### src/rtl/decoder_arbiter.sv
// -----------------------------------------------------------------------------
// decoder_arbiter
//   Shares one Decoder core between NREQ requesters. A round-robin pointer
//   picks a pending ciphertext, the block launches the Decoder, waits for done
//   and returns the plaintext on a single response channel tagged with the id
//   of the requester that owns it. Only one job is in flight at a time.
//
// Optional feature (compile-time macro DEC_ARB_TIMEOUT_EN):
//   When defined, a 16-bit watchdog aborts a job that has spent TIMEOUT
//   cycles in WAIT. The response then carries resp_error=1 and a zero
//   plaintext. When undefined, WAIT waits for dec_done indefinitely and
//   resp_error is always 0.
//
// Handshakes: every channel uses valid/ready. A transfer happens on a rising
//   edge where valid and ready are both 1. A producer holds valid and data
//   stable until it sees ready. ready may depend combinationally on valid
//   (req_ready does), valid never depends on ready.
//
// Ports
//   clk             clock, rising edge
//   reset           asynchronous, active-low reset
//   req_valid       per-requester ciphertext valid
//   req_ready       per-requester accept (one-hot or zero, only in IDLE)
//   req_ciphertext  requester i on bits [i*DW +: DW]
//   resp_valid      result available (registered)
//   resp_ready      consumer accepts result
//   resp_id         index of the requester owning the result
//   resp_plaintext  decoded data
//   resp_error      watchdog abort, plaintext invalid
//   dec_start       one-cycle Decoder start pulse (registered)
//   dec_ciphertext  ciphertext presented to the Decoder (registered)
//   dec_done        Decoder done, only observed in WAIT
//   dec_plaintext   Decoder result, captured when dec_done is seen
//   dbg_state       current FSM state: 0 IDLE, 1 LAUNCH, 2 WAIT, 3 RESP
// -----------------------------------------------------------------------------
module decoder_arbiter #(
  parameter int NREQ    = 4,
  parameter int DW      = 64,
  parameter int IDW     = 2,
  parameter int TIMEOUT = 1024
) (
  input  logic               clk,
  input  logic               reset,
  input  logic [NREQ-1:0]    req_valid,
  output logic [NREQ-1:0]    req_ready,
  input  logic [NREQ*DW-1:0] req_ciphertext,
  output logic               resp_valid,
  input  logic               resp_ready,
  output logic [IDW-1:0]     resp_id,
  output logic [DW-1:0]      resp_plaintext,
  output logic               resp_error,
  output logic               dec_start,
  output logic [DW-1:0]      dec_ciphertext,
  input  logic               dec_done,
  input  logic [DW-1:0]      dec_plaintext,
  output logic [1:0]         dbg_state
);

  if (NREQ < 2 || NREQ > 8 || (1 << IDW) < NREQ || TIMEOUT < 1 || TIMEOUT > 65535)
  begin : g_bad_params
    $error("decoder_arbiter: illegal parameter combination");
  end

  typedef enum logic [1:0] {
    S_IDLE   = 2'd0,
    S_LAUNCH = 2'd1,
    S_WAIT   = 2'd2,
    S_RESP   = 2'd3
  } state_e;

  state_e          state_q;
  logic [IDW-1:0]  ptr_q;
  logic [IDW-1:0]  id_q;
  logic [DW-1:0]   dec_ct_q;
  logic            dec_start_q;
  logic            resp_valid_q;
  logic [IDW-1:0]  resp_id_q;
  logic [DW-1:0]   resp_pt_q;
  logic            resp_err_q;
`ifdef DEC_ARB_TIMEOUT_EN
  logic [15:0]     cnt_q;
`endif

  // Round-robin search starting at ptr+1. Indices above the pointer win
  // (lowest first); otherwise wrap to the lowest valid index at or below it.
  // The descending loop leaves the smallest matching index in each half.
  logic            hi_vld, lo_vld, grant_vld_d;
  logic [IDW-1:0]  hi_idx, lo_idx, grant_idx_d;
  logic [DW-1:0]   grant_ct_d;

  always_comb begin
    hi_vld = 1'b0;
    lo_vld = 1'b0;
    hi_idx = '0;
    lo_idx = '0;
    for (int i = NREQ - 1; i >= 0; i--) begin
      if (req_valid[i]) begin
        if (IDW'(i) > ptr_q) begin
          hi_vld = 1'b1;
          hi_idx = IDW'(i);
        end else begin
          lo_vld = 1'b1;
          lo_idx = IDW'(i);
        end
      end
    end
    grant_vld_d = hi_vld | lo_vld;
    grant_idx_d = hi_vld ? hi_idx : lo_idx;
  end

  always_comb begin
    grant_ct_d = '0;
    for (int i = 0; i < NREQ; i++) begin
      if (IDW'(i) == grant_idx_d) grant_ct_d = req_ciphertext[i*DW +: DW];
    end
  end

  // Accept is only offered from IDLE, and never while reset is held.
  always_comb begin
    req_ready = '0;
    if (reset && state_q == S_IDLE && grant_vld_d) begin
      for (int i = 0; i < NREQ; i++) begin
        req_ready[i] = (IDW'(i) == grant_idx_d);
      end
    end
  end

  always_ff @(posedge clk or negedge reset) begin
    if (!reset) begin
      state_q      <= S_IDLE;
      ptr_q        <= IDW'(NREQ - 1);
      id_q         <= '0;
      dec_ct_q     <= '0;
      dec_start_q  <= 1'b0;
      resp_valid_q <= 1'b0;
      resp_id_q    <= '0;
      resp_pt_q    <= '0;
      resp_err_q   <= 1'b0;
`ifdef DEC_ARB_TIMEOUT_EN
      cnt_q        <= '0;
`endif
    end else begin
      case (state_q)
        S_IDLE: begin
          if (grant_vld_d) begin
            dec_ct_q    <= grant_ct_d;
            id_q        <= grant_idx_d;
            ptr_q       <= grant_idx_d;
            dec_start_q <= 1'b1;
            state_q     <= S_LAUNCH;
          end
        end
        S_LAUNCH: begin
          dec_start_q <= 1'b0;
          state_q     <= S_WAIT;
`ifdef DEC_ARB_TIMEOUT_EN
          cnt_q       <= '0;
`endif
        end
        S_WAIT: begin
          // dec_done beats an expiry on the same cycle.
          if (dec_done) begin
            resp_pt_q    <= dec_plaintext;
            resp_id_q    <= id_q;
            resp_err_q   <= 1'b0;
            resp_valid_q <= 1'b1;
            state_q      <= S_RESP;
          end
`ifdef DEC_ARB_TIMEOUT_EN
          else if (cnt_q == 16'(TIMEOUT - 1)) begin
            resp_pt_q    <= '0;
            resp_id_q    <= id_q;
            resp_err_q   <= 1'b1;
            resp_valid_q <= 1'b1;
            state_q      <= S_RESP;
          end else begin
            cnt_q <= cnt_q + 16'd1;
          end
`endif
        end
        S_RESP: begin
          if (resp_ready) begin
            resp_valid_q <= 1'b0;
            state_q      <= S_IDLE;
          end
        end
        default: state_q <= S_IDLE;
      endcase
    end
  end

  assign dec_start      = dec_start_q;
  assign dec_ciphertext = dec_ct_q;
  assign resp_valid     = resp_valid_q;
  assign resp_id        = resp_id_q;
  assign resp_plaintext = resp_pt_q;
  assign resp_error     = resp_err_q;
  assign dbg_state      = state_q;

endmodule

### config.mk
export PLATFORM = sky130hd
export DESIGN_NAME = decoder_arbiter
export DESIGN_NICKNAME = d
export VERILOG_FILES = /design/src/rtl/decoder_arbiter.sv
export SDC_FILE = /design/constraint.sdc
export NUM_CORES = 1
export LEC_CHECK = 0
export ABC_AREA = 1
export CORE_AREA = 3 3 180 182
export CTS_CLUSTER_DIAMETER = 120
export DETAILED_ROUTE_END_ITERATION = 8
export DIE_AREA = 0 0 183 185
export PLACE_DENSITY = 0.63
export RECOVER_POWER = 25
export SETUP_SLACK_MARGIN = 0.2
export SLEW_MARGIN = 20
export SYNTH_ARGS = -nofsm -noshare
export SYNTH_HDL_FRONTEND = slang
export SYNTH_SLANG_ARGS = --single-unit
export TNS_END_PERCENT = 30
### constraint.sdc
create_clock -name clk -period 2.17 [get_ports clk]
set_clock_uncertainty 0.2 [all_clocks]
set_input_delay 0.3255 -clock clk [delete_from_list [all_inputs] [get_ports clk]]
set_output_delay 0.3255 -clock clk [all_outputs]
set_load 0.05 [all_outputs]
==> CHANGELOG.md <==
### Physical design

- Fillers: 2883
- IO Pins: 467
- Tool warnings: 34
- Worst Hold Class: reg2reg
- Routability Congestion: 0.870
- H-tree levels: 4
- I/O Buffers: 465
- GRT Util Overall: 21.9%
- Final hold vios: 0
- Commonest flop: dfrtp_1
- Slew @ Worst Pin: 1.36 ns
- Initial antenna violation count: 8
- Met3 Track Usage GR: 6.91%
- Outcome: finished, violations left
- Max Cap Viol: 0
- CTS Buffer Depth: 2
- Router iterations before antenna repair: 4
- Yosys cell count: 1001
- Clk root buf: clkbuf_16
- Crit Path Max Fanout: 5
- WL/cell: 20.2 um
- Synth cell types: 26
- Failing checks: setup timing
- Fraction of layout cells with a size suffix above 1: 18.7%
- Vias in the first global route: 9238
- Yosys warning tally: 0
- Final global-route overflow total: 0
- Crit path buf inv count: 4
- Setup-failing EPs final: 72
- Worst setup margin: -0.421 ns
- Clk slew on worst S/H paths: 0.07 ns
- Startpoint Class: flip-flop
- Seq cells post-synth: 138
- Async SR Flop Fraction: 100%
- Post-synth EDFFs: 0
- CP peak stage delay: 0.62 ns
- Most instantiated logic cell after routing: clkdlybuf4s50_1
- Slew Viols, Final: 0
- Post-route DRC: 0
[worst paths after layout]
path                                    start                  to  slack (ns)  depth (start not counted)
max in group asynchronous               reset        dbg_state[1]        0.20                          3
min in group asynchronous               reset  resp_plaintext[23]        0.67                          3
min                        dec_ciphertext[44]  dec_ciphertext[44]        0.27                          2
max                                  ptr_q[1]        req_ready[0]       -0.42                          8
min reg2reg                dec_ciphertext[44]  dec_ciphertext[44]        0.27                          2
max reg2reg                          ptr_q[1]   dec_ciphertext[9]       -0.34                         14
[cell usage after synthesis (5+ instances only)]
cell type  count
buf_2         43
buf_4         21
inv_2          9
mux2_2        64
nand4_1       65
nand3b_1      64
nand3_1      130
nand2_1      274
o21bai_1      64
buf_1          5
nor2_1         7
clkbuf_1      10
buf_6          6
nor3_1         6
o21ai_0        8
inv_1         72
dfrtp_1      136
[area by class of cell]
cell class / count / area, um2 / area share (%)
inverters: 82 / 313 / 2.05
clock buffers: 19 / 443 / 2.90
diodes: 7 / 17.5 / 0.115
repair buffers: 571 / 6050 / 39.7
flip-flops and latches: 138 / 3460 / 22.7
multi-input cells: 696 / 4270 / 28.0
clock inverters: 13 / 205 / 1.34
well taps: 396 / 495 / 3.25
[cells by family after synthesis]
group,share of synthesized area (%)
AOI/OAI and AO/OA,6.53
DFF,42.0
other,0.0455
adders and majority gates,0.608
and+or+nand+nor,32.3
buffers and inverters,9.77
muxes,8.75
[layer usage]
layer	wire [um]	vias up	share of wire, %
met5	10	-	0.026
met4	623	2	1.6
met3	3440	30	8.8
met2	19000	415	49
met1	15800	4430	41
li1	-	4383	-
[where the power goes]
part           leakage, uW  internal (uW)  switching [uW]  total (uW)
Combinational      0.00527           6160            9930       16100
Clock             0.000315           2000            1310        3310
Sequential         0.00167           3880             671        4560
[flip-flops by register name, indices dropped and copies added (netlist names)]
signal and count:
id_q 2, dec_start 1, resp_id 2, ptr_q 2, resp_plaintext 64, dbg_state 2, dec_ciphertext 64, resp_valid 1
[through the flow]
step / util [%] / worst slack (ns)
2_1_floorplan: - / -0.149
3_3_place_gp: 44.7 / -0.290
3_5_place_dp: 44.7 / -0.302
4_1_cts: 49.0 / -0.412
5_1_grt: 49.6 / -0.481
6_report: 49.6 / -0.421
[worst min-delay path, delay by kind of cell (launching register included)]
kind	cells	cell delay (ns)
DFF	1	0.34
and+or+nand+nor	2	0.10
[repair_timing]
item                                    CTS  global route
buffers inserted                         21             6
gates cloned                             12             1
endpoints found under the setup margin  181            75
gates resized                           179            19
pin swaps                                26            10
hold buffers                              1             0
hold endpoints to repair                136             0
Fig. 1: clock nets
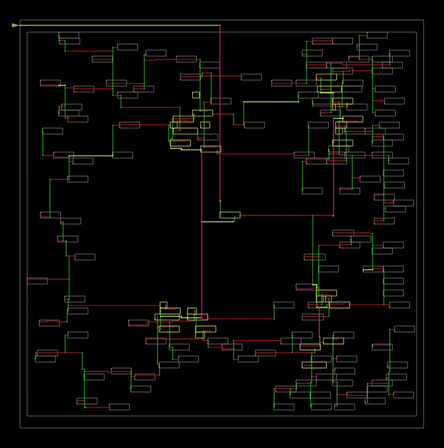
Num CTS Buffers: 17
CTS Sinks: 138
Flop Count: 138
Late-Pin Clk Latency: 0.42 ns
clk pwr: 3310 uW

Fig. 2: cell classes on the final placement
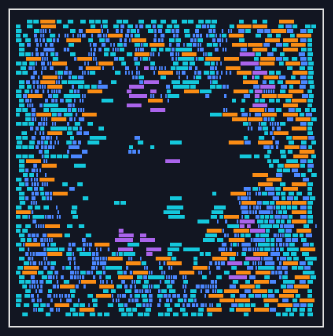
Purple marks clock drivers and dummy loads, cells 32. Blue marks remaining logic cells, cells 778. Orange marks sequential cells, cells 138. Cyan marks remaining buffers and delay cells, cells 571.
Core Area: 0.0307 mm2
fin area: 0.0153 mm2
num rows: 64
Final Util: 49.6%

No activity file was given, so power comes from the tool's default toggle rates.
